`src/rtl/lcd_pkg.sv`:
```
// Shared HD44780 definitions used by both the LCD responder and the LCD initiator.
package lcd_pkg;

  localparam logic [7:0] CmdClear     = 8'h01;
  localparam logic [7:0] CmdHome      = 8'h02;
  localparam logic [7:0] CmdEntry     = 8'h04;
  localparam logic [7:0] CmdDisplay   = 8'h08;
  localparam logic [7:0] CmdShift     = 8'h10;
  localparam logic [7:0] CmdFunction  = 8'h20;
  localparam logic [7:0] CmdCgramAddr = 8'h40;
  localparam logic [7:0] CmdDdramAddr = 8'h80;

  localparam logic [6:0]  Line1Base = 7'h00;
  localparam logic [6:0]  Line2Base = 7'h40;
  localparam int unsigned LineLen   = 40;
  localparam int unsigned DdramSize = 2 * LineLen;
  localparam logic [6:0]  Line1Last = Line1Base + 7'(LineLen - 1);
  localparam logic [6:0]  Line2Last = Line2Base + 7'(LineLen - 1);
  localparam logic [7:0]  CharSpace = 8'h20;

  typedef enum logic [1:0] {StInit, StIdle, StSweep, StWait} lcd_state_e;

  function automatic logic addr_valid(input logic [6:0] a);
    return (a <= Line1Last) || ((a >= Line2Base) && (a <= Line2Last));
  endfunction

  // Packs the two 40-byte lines into a contiguous 0..79 storage index.
  function automatic logic [6:0] addr_to_idx(input logic [6:0] a);
    return a[6] ? (a - (Line2Base - 7'(LineLen))) : a;
  endfunction

  function automatic logic [6:0] addr_step(input logic [6:0] a, input logic inc);
    if (inc) begin
      if (a == Line1Last) return Line2Base;
      if (a == Line2Last) return Line1Base;
      return a + 7'd1;
    end
    if (a == Line2Base) return Line1Last;
    if (a == Line1Base) return Line2Last;
    return a - 7'd1;
  endfunction

endpackage

```
`src/rtl/lcd_bus_sync.sv`:
```
// Two-flop synchronizer for the HD44780 bus plus qualified en falling-edge detect.
module lcd_bus_sync (
  input  logic       i_clk,
  input  logic       i_rst_n,
  input  logic       i_rs,
  input  logic       i_rw,
  input  logic       i_en,
  input  logic [7:0] i_din,
  output logic       o_rs,
  output logic       o_rw,
  output logic       o_en,
  output logic       o_fall,
  output logic       o_lat_rs,
  output logic       o_lat_rw,
  output logic [7:0] o_lat_din
);

  // Bus vector layout {rs, rw, en, din}; en resets high so no edge is seen until en is low.
  localparam logic [10:0] ResetVal = 11'h100;

  logic [10:0] r_meta;
  logic [10:0] r_sync;
  logic [10:0] r_prev;
  logic        r_armed;

  always_ff @(posedge i_clk or negedge i_rst_n) begin
    if (!i_rst_n) begin
      r_meta  <= ResetVal;
      r_sync  <= ResetVal;
      r_prev  <= ResetVal;
      r_armed <= 1'b0;
    end else begin
      r_meta  <= {i_rs, i_rw, i_en, i_din};
      r_sync  <= r_meta;
      r_prev  <= r_sync;
      r_armed <= r_armed | ~r_sync[8];
    end
  end

  // An en pulse already high at reset release never arms, so its trailing edge is dropped.
  assign o_fall    = r_prev[8] & ~r_sync[8] & r_armed;
  assign o_rs      = r_sync[10];
  assign o_rw      = r_sync[9];
  assign o_en      = r_sync[8];
  assign o_lat_rs  = r_prev[10];
  assign o_lat_rw  = r_prev[9];
  assign o_lat_din = r_prev[7:0];

endmodule

```
`src/rtl/lcd_responder.sv`:
```
// HD44780-style LCD controller model: decodes bus transactions, holds DDRAM, emulates busy timing.
module lcd_responder
  import lcd_pkg::*;
#(
  parameter int unsigned BUSY_CYCLES = 4000,
  parameter int unsigned HOME_CYCLES = 164000
) (
  input  logic       clk,
  input  logic       rst_n,
  input  logic       rs,
  input  logic       rw,
  input  logic       en,
  input  logic [7:0] din,
  output logic [7:0] dout,
  output logic       dout_oe,
  output logic       busy,
  output logic       disp_on,
  output logic       cursor_on,
  output logic       blink_on,
  output logic       inc_mode,
  output logic       cgram_sel,
  output logic       protocol_err,
  output logic [6:0] addr,
  input  logic [6:0] dbg_addr,
  output logic [7:0] dbg_data
);

  localparam logic [31:0] BusyLoad = 32'(BUSY_CYCLES) - 32'd1;
  localparam logic [31:0] HomeLoad = 32'(HOME_CYCLES) - 32'd1;
  localparam logic [6:0]  LastIdx  = 7'(DdramSize - 1);

  logic       w_rs, w_rw, w_en, w_fall, w_lat_rs, w_lat_rw;
  logic [7:0] w_lat_din;

  lcd_bus_sync u_bus_sync (
    .i_clk     (clk),
    .i_rst_n   (rst_n),
    .i_rs      (rs),
    .i_rw      (rw),
    .i_en      (en),
    .i_din     (din),
    .o_rs      (w_rs),
    .o_rw      (w_rw),
    .o_en      (w_en),
    .o_fall    (w_fall),
    .o_lat_rs  (w_lat_rs),
    .o_lat_rw  (w_lat_rw),
    .o_lat_din (w_lat_din)
  );

  lcd_state_e  r_state, w_state_d;
  logic [31:0] r_cnt, w_cnt_d;
  logic [6:0]  r_sweep, w_sweep_d, r_addr, w_addr_d, w_mem_idx;
  logic        r_disp, w_disp_d, r_cursor, w_cursor_d, r_blink, w_blink_d;
  logic        r_inc, w_inc_d, r_cgram, w_cgram_d, r_err, w_err_d, r_dout_oe, w_dout_oe_d;
  logic [7:0]  r_dout, w_dout_d, w_mem_data;
  logic        w_mem_we, w_busy;
  logic [7:0]  r_ddram [DdramSize];

  assign w_busy = (r_state != StIdle);

  always_comb begin
    w_state_d  = r_state;
    w_cnt_d    = r_cnt;
    w_sweep_d  = r_sweep;
    w_addr_d   = r_addr;
    w_disp_d   = r_disp;
    w_cursor_d = r_cursor;
    w_blink_d  = r_blink;
    w_inc_d    = r_inc;
    w_cgram_d  = r_cgram;
    w_err_d    = r_err;
    w_mem_we   = 1'b0;
    w_mem_idx  = r_sweep;
    w_mem_data = CharSpace;

    case (r_state)
      StInit: begin
        w_state_d = StSweep;
        w_cnt_d   = HomeLoad;
        w_sweep_d = '0;
      end
      StSweep: begin
        w_mem_we = 1'b1;
        if (r_cnt != '0) w_cnt_d = r_cnt - 32'd1;
        if (r_sweep == LastIdx) w_state_d = StWait;
        else                    w_sweep_d = r_sweep + 7'd1;
      end
      StWait: begin
        if (r_cnt == '0) w_state_d = StIdle;
        else             w_cnt_d   = r_cnt - 32'd1;
      end
      default: ;
    endcase

    if (w_fall) begin
      if (w_lat_rw) begin
        if (w_lat_rs) w_addr_d = addr_step(r_addr, r_inc);
      end else if (w_busy) begin
        w_err_d = 1'b1;
      end else if (w_lat_rs) begin
        if (!r_cgram) begin
          w_mem_we   = 1'b1;
          w_mem_idx  = addr_to_idx(r_addr);
          w_mem_data = w_lat_din;
          w_addr_d   = addr_step(r_addr, r_inc);
        end
        w_state_d = StWait;
        w_cnt_d   = BusyLoad;
      end else if (w_lat_din != 8'h00) begin
        // Every non-zero command is busy-producing; clear and home override the load below.
        w_state_d = StWait;
        w_cnt_d   = BusyLoad;
        if ((w_lat_din & CmdDdramAddr) != 8'h00) begin
          w_cgram_d = 1'b0;
          w_addr_d  = addr_valid(w_lat_din[6:0]) ? w_lat_din[6:0] : Line1Base;
          if (!addr_valid(w_lat_din[6:0])) w_err_d = 1'b1;
        end else if ((w_lat_din & CmdCgramAddr) != 8'h00) begin
          w_cgram_d = 1'b1;
        end else if ((w_lat_din & CmdFunction) != 8'h00) begin
          if (!w_lat_din[4]) w_err_d = 1'b1;
        end else if ((w_lat_din & CmdShift) != 8'h00) begin
          if (!w_lat_din[3]) w_addr_d = addr_step(r_addr, w_lat_din[2]);
        end else if ((w_lat_din & CmdDisplay) != 8'h00) begin
          w_disp_d   = w_lat_din[2];
          w_cursor_d = w_lat_din[1];
          w_blink_d  = w_lat_din[0];
        end else if ((w_lat_din & CmdEntry) != 8'h00) begin
          w_inc_d = w_lat_din[1];
        end else if ((w_lat_din & CmdHome) != 8'h00) begin
          w_addr_d = Line1Base;
          w_cnt_d  = HomeLoad;
        end else begin
          w_addr_d  = Line1Base;
          w_inc_d   = 1'b1;
          w_state_d = StSweep;
          w_sweep_d = '0;
          w_cnt_d   = HomeLoad;
        end
      end
    end

    w_dout_oe_d = w_rw & w_en;
    w_dout_d    = 8'h00;
    if (w_dout_oe_d) w_dout_d = w_rs ? r_ddram[addr_to_idx(r_addr)] : {w_busy, r_addr};
  end

  always_ff @(posedge clk or negedge rst_n) begin
    if (!rst_n) begin
      r_state   <= StInit;
      r_cnt     <= '0;
      r_sweep   <= '0;
      r_addr    <= Line1Base;
      r_disp    <= 1'b0;
      r_cursor  <= 1'b0;
      r_blink   <= 1'b0;
      r_inc     <= 1'b1;
      r_cgram   <= 1'b0;
      r_err     <= 1'b0;
      r_dout    <= 8'h00;
      r_dout_oe <= 1'b0;
    end else begin
      r_state   <= w_state_d;
      r_cnt     <= w_cnt_d;
      r_sweep   <= w_sweep_d;
      r_addr    <= w_addr_d;
      r_disp    <= w_disp_d;
      r_cursor  <= w_cursor_d;
      r_blink   <= w_blink_d;
      r_inc     <= w_inc_d;
      r_cgram   <= w_cgram_d;
      r_err     <= w_err_d;
      r_dout    <= w_dout_d;
      r_dout_oe <= w_dout_oe_d;
    end
  end

  // DDRAM is deliberately not reset; the INIT sweep fills it.
  always_ff @(posedge clk) begin
    if (w_mem_we) r_ddram[w_mem_idx] <= w_mem_data;
  end

  assign dbg_data     = addr_valid(dbg_addr) ? r_ddram[addr_to_idx(dbg_addr)] : 8'h00;
  assign dout         = r_dout;
  assign dout_oe      = r_dout_oe;
  assign busy         = w_busy;
  assign disp_on      = r_disp;
  assign cursor_on    = r_cursor;
  assign blink_on     = r_blink;
  assign inc_mode     = r_inc;
  assign cgram_sel    = r_cgram;
  assign protocol_err = r_err;
  assign addr         = r_addr;

endmodule

```
`config.mk`:
```
export PLATFORM = sky130hd
export DESIGN_NAME = lcd_responder
export DESIGN_NICKNAME = d
export VERILOG_FILES = /design/src/rtl/lcd_pkg.sv /design/src/rtl/lcd_bus_sync.sv /design/src/rtl/lcd_responder.sv
export SDC_FILE = /design/constraint.sdc
export NUM_CORES = 1
export LEC_CHECK = 0
export CAP_MARGIN = 0
export CORE_MARGIN = 10
export CORE_UTILIZATION = 45
export DETAILED_ROUTE_END_ITERATION = 16
export SYNTH_ARGS = -nofsm -noshare
export SYNTH_HDL_FRONTEND = slang
export SYNTH_SLANG_ARGS = --single-unit
```
`constraint.sdc`:
```
create_clock -name clk -period 9 [get_ports clk]
set_input_delay 0.9 -clock clk [delete_from_list [all_inputs] [get_ports clk]]
set_output_delay 0.9 -clock clk [all_outputs]
set_load 0.02 [all_outputs]
```
Figure 1. Wiring by layer (run 1).
Bar = 100 µm.
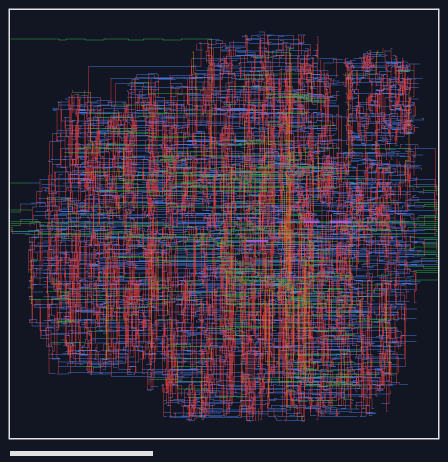
legend:
  blue:
    layer: metal 1
    wire_length: 40.9 mm
  red:
    layer: metal 2
    wire_length: 47.4 mm
  orange:
    layer: metal 4
    wire_length: 2830 µm
  purple:
    layer: metal 5
    wire_length: 35.9 µm
  green:
    layer: metal 3
    wire_length: 8940 µm

Figure 2. Sizing map (run 1).
Bar = 100 µm.
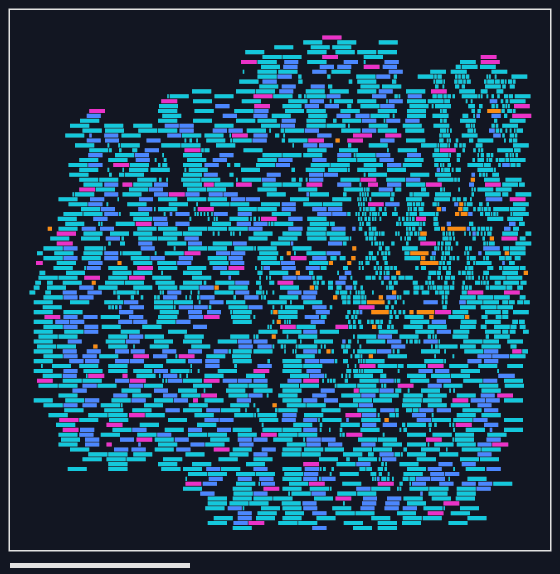
legend:
  blue:
    size: _2 cells
    cells: 408
    share: 19%
  orange:
    size: _3 and _4 cells
    cells: 47
    share: 2.2%
  cyan:
    size: _0 and _1 cells
    cells: 1606
    share: 74%
  magenta:
    size: _6 and larger
    cells: 97
    share: 4.5%

==> run summary, run 1 <==
Element type at the critical path start -> input port
Mapped Cells -> 2065
Die X -> 299 µm
Placer congestion estimate -> 0.880
Synth unique cells -> 71
Die Ht -> 299 µm
Synth Seq Share -> 61.6%
Post-CTS Hold Buffers -> 0
Leakage -> 10.9 nW
GRT busiest layer -> met2
Met2 usage -> 34.7%
Vias/cell -> 6.55
Average size of a mapped cell -> 17.0 µm²
GR Layer Usage met1 -> 30.9%
Core ar. -> 77500 µm²
Comb. cell area -> 12900 µm²
TritonCTS clock tree -> done
Pre-antenna DRT Iters -> 6
Largest net degree at the start of global routing -> 99
Final min period -> 5780 ps
Slew headroom -> 10.9%
Post-synth EDFFs -> 640
Drt wl/cell -> 31.3 µm
Fp_density -> 45.4%
First-pass GRT wire length -> 147000 µm
DR DRC count -> 0
Mapped Area -> 35100 µm²
RSZ-0062 raised after global routing -> false
Layout cells sized above 1 -> 25.6%
Routed Antenna Nets -> 0
Total track usage -> 22.2%
Clk_skew -> 24.1 ps
Post-CTS sizing -> 0
GR Overflow Total -> 0
Hpwl dp -> 63700 µm
Dpl ws -> 3200 ps
Ys cells -> 2065
Fill count -> 6306
Num CTS Buffers -> 79
IO Port Bufs -> 50
Most common cell in the synthesized netlist -> edfxtp_1
VDD IR max -> 0.178 mV
Ant. Diodes -> 0
H-tree levels -> 3
Worst EP arrival -> 4880 ps
Final WS setup -> 3220 ps
Count of tool warnings -> 31
Critical path fanouts, max -> 30
HP Class -> in -> async
Setup TNS -> 0 ps
Ys async rst share -> 13.2%
Setup violations, final -> 0
DR vias -> 20945
Met3 Use GR -> 5.07%
Chip Area -> 89700 µm²
CTS Buffer Depth -> 3
Critical path required time -> 8100 ps
Maxcap violations -> 0
Final WL -> 100000 µm
Worst-Skew Late Latency -> 650 ps
I/O Pins -> 51
Critical path type -> in -> out
Final hold violations -> 0
Yosys stat area -> 35100 µm²
Seq cells post-synth -> 737
Fmax -> 173 MHz
Power per cell area -> 211 nW/µm²
Status -> complete, no violations
Least-Margin Pin Slew -> 1330 ps
Net count after synthesis -> 2095
Net count, final -> 2124
Ys flop type -> edfxtp_1
Post-synth top area share -> 54.7%
Synth Warn # -> 0
Figure 3. Where the registers sit (run 1).
Bar = 100 µm. Other sequential cells in the stronger grey, the rest of the logic in the fainter grey.
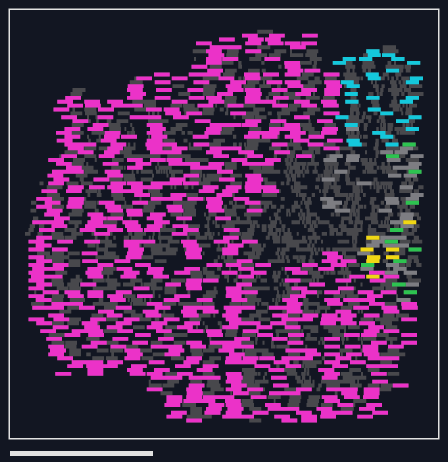
legend:
  yellow:
    name_in_the_netlist: dout
    placed_flops: 8
    where: middle right
  magenta:
    name_in_the_netlist: r_ddram
    placed_flops: 640
    where: spread over the die
  cyan:
    name_in_the_netlist: r_cnt
    placed_flops: 32
    where: upper right
  green:
    name_in_the_netlist: u_bus_sync.r_meta
    placed_flops: 11
    where: middle right

==> run 1: power by group <==
part	switching [mW]	internal (mW)	leakage [nW]
Clock	1.36	1.83	1.22
Combinational	0.800	0.482	3.96
Sequential	0.120	3.69	5.72
Total	2.28	6.00	10.9
==> run 1: metrics by stage <==
| stage | instances | hold WS [ps] | utilization, % | instance area (µm²) | total power, mW |
|---|---|---|---|---|---|
| final | 3198 | 215 | 50.6 | 39200 | 8.28 |
| after global placement | 3053 | 337 | 47.4 | 36700 | 5.16 |
| after floorplan | 2065 | 331 | - | 35100 | 4.72 |
| after global routing | 3198 | 235 | 50.6 | 39200 | 8.57 |
| after CTS | 3198 | 199 | 50.6 | 39200 | 8.33 |
| after detailed placement | 3053 | 336 | 47.4 | 36700 | 5.17 |
==> run 1: final cells by class <==
class / instances / share of cell area, %
timing repair buffer: 87 / 2.02
clock inverter: 46 / 1.13
clock buffer: 99 / 5.23
inverter: 21 / 0.201
multi-input combinational: 1168 / 32.9
tap: 1040 / 3.32
sequential: 737 / 55.2
==> run 1: state kept, by name, summed over array words and instances (netlist names) <==
name                count
u_bus_sync.r_sync      11
inc_mode                1
disp_on                 1
u_bus_sync.r_meta      11
u_bus_sync.r_prev      11
r_ddram               640
r_state                 2
addr                    7
cursor_on               1
cgram_sel               1
dout                    8
protocol_err            1
dout_oe                 1
u_bus_sync.r_armed      1
r_sweep                 7
r_cnt                  32
blink_on                1
==> run 1: cell families (layout without fill, tap and decap cells) <==
group | Yosys count | count (layout) | share of synthesized area, %
compound gates | 223 | 223 | 4.09
flops | 737 | 737 | 61.6
simple gates | 507 | 507 | 6.87
mux | 410 | 410 | 24.6
buf+inv | 160 | 253 | 1.96
fa+ha+maj | 10 | 10 | 0.356
xor+xnor | 18 | 18 | 0.491
==> run 1: final timing paths <==
path,start,end,slack [ps],depth (start not counted)
min in group clk,u_bus_sync.r_meta[1],u_bus_sync.r_sync[1],350,0
worst max-delay path,dbg_addr[6],dbg_data[3],3220,7
max in group asynchronous,rst_n,addr[0],7570,2
worst min-delay path,rst_n,u_bus_sync.r_meta[3],220,1
worst max register to register,addr[3],r_ddram[50][2],4790,6
worst min register to register,u_bus_sync.r_meta[1],u_bus_sync.r_sync[1],350,0
==> run 1: metal layers <==
layer | vias up | wire length [µm] | part of all wire (%)
met3 | 186 | 8940 | 8.9
met5 | - | 35 | 0.035
met1 | 11146 | 40900 | 41
met4 | 6 | 2830 | 2.8
li1 | 8569 | - | -
met2 | 1038 | 47400 | 47
==> run 1: worst max-delay path: stages <==
cell             delay [ps]
clkdlybuf4s50_1         840
xor2_4                  660
buf_4                   610
mux4_2                  570
a21oi_1                 470
a21oi_1                 220
clkdlybuf4s50_1         600
==> run 1: cells in the final DEF (no fill, tap or decap), drive strengths merged, types with 10 or more instances in the layout <==
master           n
mux2            17
mux2i           31
clkinv          35
nand4           12
nor3            26
clkdlybuf4s50   46
a21oi           56
nor4            13
o211ai          14
nor2b           26
a211oi          11
nor2           134
dfrtp           93
xnor2           11
or3             16
ha              10
mux4           362
o21ai           52
buf             41
nand2b          20
edfxtp         640
nand2          158
a31oi           19
clkbuf          99
inv             25
nand3           59
Figure 4. I/O nets highlighted (run 1).
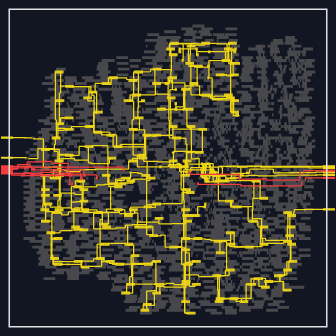

==> run 1 -> run 2 <==
==> constraint.sdc (replaced) <==
create_clock -name clk -period 5.4 [get_ports clk]
set_input_delay 0.54 -clock clk [delete_from_list [all_inputs] [get_ports clk]]
set_output_delay 0.54 -clock clk [all_outputs]
set_load 0.02 [all_outputs]
Figure 5. I/O nets highlighted (run 2).
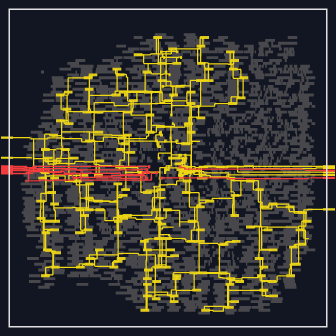
legend:
  yellow:
    port: dbg_addr
    bits: 7
    direction: input
    edge: 5 right, 2 left
    end_cells: 222
    buffers: 16
    wire: 6770 µm
  red:
    port: dbg_data
    bits: 8
    direction: output
    edge: 6 left, 2 right
    end_cells: 8
    buffers: 8
    wire: 1180 µm

Figure 6. Sizing map (run 2).
Bar = 100 µm.
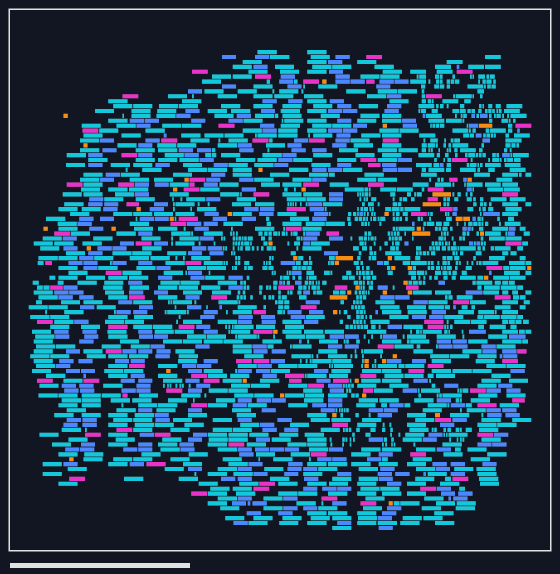
legend:
  cyan:
    size: _0 and _1 cells
    cells: 1598
    share: 74%
  orange:
    size: _3 and _4 cells
    cells: 54
    share: 2.5%
  magenta:
    size: _6 and larger
    cells: 105
    share: 4.8%
  blue:
    size: _2 cells
    cells: 409
    share: 19%

==> run 2 against run 1 <==
Net effect: count of clock-buffer cells in the layout shrank 9; combinational power grew 61%; total power grew 67%; register-to-register slack lost 3500 ps; cell count grew 0.31%; clock skew shrank 2.9 ps; die area is the same; worst setup slack lost 2500 ps; critical path type unchanged; largest cell class unchanged.
==> run summary, run 2 <==
GRT busiest layer -> met2 (unchanged)
Worst EP arrival -> 4090 ps (was 4880 ps)
Core ar. -> 77500 µm² (unchanged)
Setup TNS -> 0 ps (unchanged)
Slew headroom -> 17.4% (was 10.9%)
Clock transition at path regs -> 60 ps (about the same)
Net count, final -> 2131 (was 2124)
Sequential share of power -> 46.1% (was 46.0%)
Largest net degree at the start of global routing -> 81 (was 99)
Routed Antenna Nets -> 0 (unchanged)
Row cnt -> 102 (unchanged)
Least-Margin Pin Slew -> 1240 ps (was 1330 ps)
Cell-internal power -> 10.1 mW (was 6.00 mW)
Status -> complete, no violations (unchanged)
Total track usage -> 22.3% (was 22.2%)
Synth Warn # -> 0 (unchanged)
Num CTS Buffers -> 78 (was 79)
HP Class -> in -> reg (was in -> async)
Switching share of total power -> 27.1% (was 27.6%)
Largest register FFs -> 640 (unchanged)
Hpwl dp -> 67800 µm (was 63700 µm)
GR Overflow Total -> 0 (unchanged)
Reg2Reg Depth -> 7 (was 6)
Net count after synthesis -> 2095 (unchanged)
Reg-to-reg startpoint -> u_bus_sync.r_prev[8] (was addr[3])
Fp_density -> 45.4% (unchanged)
Mapped Area -> 35100 µm² (unchanged)
Most common cell in the synthesized netlist -> edfxtp_1 (unchanged)
Clock share of power -> 39.0% (was 38.5%)
Average size of a mapped cell -> 17.0 µm² (unchanged)
Fill count -> 6261 (was 6306)
Sw power -> 3.75 mW (was 2.28 mW)
Met3 Use GR -> 5.91% (was 5.07%)
Fmax -> 216 MHz
Die Ht -> 299 µm (unchanged)
Mapped Cells -> 2065 (unchanged)
Power per cell area -> 351 nW/µm² (was 211 nW/µm²)
VDD IR max -> 0.272 mV (was 0.178 mV)
Ys async rst share -> 13.2% (unchanged)
Ys flop type -> edfxtp_1 (unchanged)
Critical path required time -> 4860 ps (was 8100 ps)
DR vias -> 20965 (was 20945)
Hold path cells -> 1
Chip Area -> 89700 µm² (unchanged)
I/O Pins -> 51 (unchanged)
Top cells excl fill/tap -> 640 x edfxtp_1, 362 x mux4_2, 157 x nand2_1, 132 x nor2_1, 90 x dfrtp_1 (unchanged)
Worst-Skew Late Latency -> 640 ps (was 650 ps)
RSZ-0062 raised after global routing -> false (unchanged)
Seq cells post-synth -> 737 (unchanged)
Biggest regs -> r_ddram (640), r_cnt (32) (unchanged)
Final WS setup -> 766 ps (was 3220 ps)
Critical path type -> in -> out (unchanged)
GR Layer Usage met1 -> 31.1% (was 30.9%)
Layout cells sized above 1 -> 26.2% (was 25.6%)
Ys cells -> 2065 (unchanged)
Yosys stat area -> 35100 µm² (unchanged)
Critical path fanouts, max -> 8 (was 30)
Leakage -> 11.0 nW (was 10.9 nW)
Final min period -> 4630 ps
Post-CTS sizing -> 0 (unchanged)
Most frequent logic cell in the layout -> edfxtp_1 (unchanged)
Element type at the critical path start -> input port (unchanged)
Drt wl/cell -> 31.5 µm (was 31.3 µm)
Gate power share -> 14.9% (was 15.5%)
Clk_skew -> 21.2 ps (was 24.1 ps)
CTS Buffer Depth -> 3 (unchanged)
Dpl ws -> 894 ps (was 3200 ps)
Met2 usage -> 34.3% (was 34.7%)
Setup violations, final -> 0 (unchanged)
Synth Seq Share -> 61.6% (unchanged)
Crit. Startpoint -> dbg_addr[3] (was dbg_addr[6])
Hold Startpoint -> en
Final WL -> 101000 µm (was 100000 µm)
First-pass GRT wire length -> 147000 µm (about the same)
Register with the most flip-flops -> r_ddram (unchanged)
Post-synth top area share -> 54.7% (unchanged)
Die X -> 299 µm (unchanged)
DR DRC count -> 0 (unchanged)
Placer congestion estimate -> 0.941 (was 0.880)
Vias/cell -> 6.54 (was 6.55)
Count of tool warnings -> 31 (unchanged)
Post-CTS Hold Buffers -> 1 (was 0)
Pre-antenna DRT Iters -> 8 (was 6)
TritonCTS clock tree -> done (unchanged)
IO Port Bufs -> 50 (unchanged)
Maxcap violations -> 0 (unchanged)
H-tree levels -> 3 (unchanged)
Final hold violations -> 0 (unchanged)
Synth unique cells -> 71 (unchanged)
Post-synth EDFFs -> 640 (unchanged)
-- run 2: kinds of logic after synthesis --
group | count (synthesis) | share of synthesized area (%)
xor+xnor | 18 | 0.491
simple gates | 507 | 6.87
compound gates | 223 | 4.09
flops | 737 | 61.6
mux | 410 | 24.6
fa+ha+maj | 10 | 0.356
buf+inv | 160 | 1.96
-- run 2: area by class of cell --
cell class | count | area, µm² | share of cell area, %
inverter | 21 | 78.8 | 0.200
sequential | 737 | 21700 | 54.9
multi-input combinational | 1168 | 12900 | 32.6
clock buffer | 90 | 2040 | 5.17
antenna | 2 | 5.00 | 0.0127
timing repair buffer | 95 | 942 | 2.39
clock inverter | 55 | 534 | 1.35
tap | 1040 | 1300 | 3.30
-- run 2: power groups by stage --
stage | sequential, mW | combinational (mW) | clock, mW
3_3_place_gp | 6.49 | 2.05 | 0
3_5_place_dp | 6.49 | 2.06 | 0
4_1_cts | 6.38 | 2.07 | 5.48
2_1_floorplan | 6.33 | 1.53 | 0
5_1_grt | 6.39 | 2.22 | 5.73
6_report | 6.38 | 2.06 | 5.41
-- run 2: path summary, 6_finish.rpt --
check,end,slack (ps)
max reg2reg,r_ddram[53][3],1260
min,u_bus_sync.r_meta[8],320
max in group asynchronous,addr[1],3780
max,dbg_data[3],770
min reg2reg,u_bus_sync.r_sync[10],350
min in group asynchronous,dout[3],420
-- run 2: routing by layer --
layer | share of wire [%] | wire, µm
met5 | 0.050 | 51
met4 | 3.1 | 3170
met3 | 10 | 10200
met2 | 46 | 47000
met1 | 40 | 40600
-- run 2: metrics by stage --
stage / power, mW / util [%] / instances / area [µm²] / hold slack (ps)
3_3_place_gp: 8.54 / 47.6 / 3060 / 36800 / 337
3_5_place_dp: 8.56 / 47.6 / 3060 / 36800 / 336
4_1_cts: 13.9 / 50.9 / 3206 / 39400 / 293
5_1_grt: 14.3 / 50.9 / 3206 / 39400 / 297
6_report: 13.8 / 50.9 / 3208 / 39400 / 322
2_1_floorplan: 7.86 / - / 2065 / 35100 / 244
-- run 2: worst max-delay path, cell delays in order --
cell and delay [ps]:
clkdlybuf4s50_1 800, inv_1 170, ha_1 350, nor2b_1 200, a22oi_1 110, or2_2 350
o221ai_1 230, a21oi_1 90, a21oi_1 520, clkdlybuf4s50_1 720
Power and IR drop assume default switching activity.
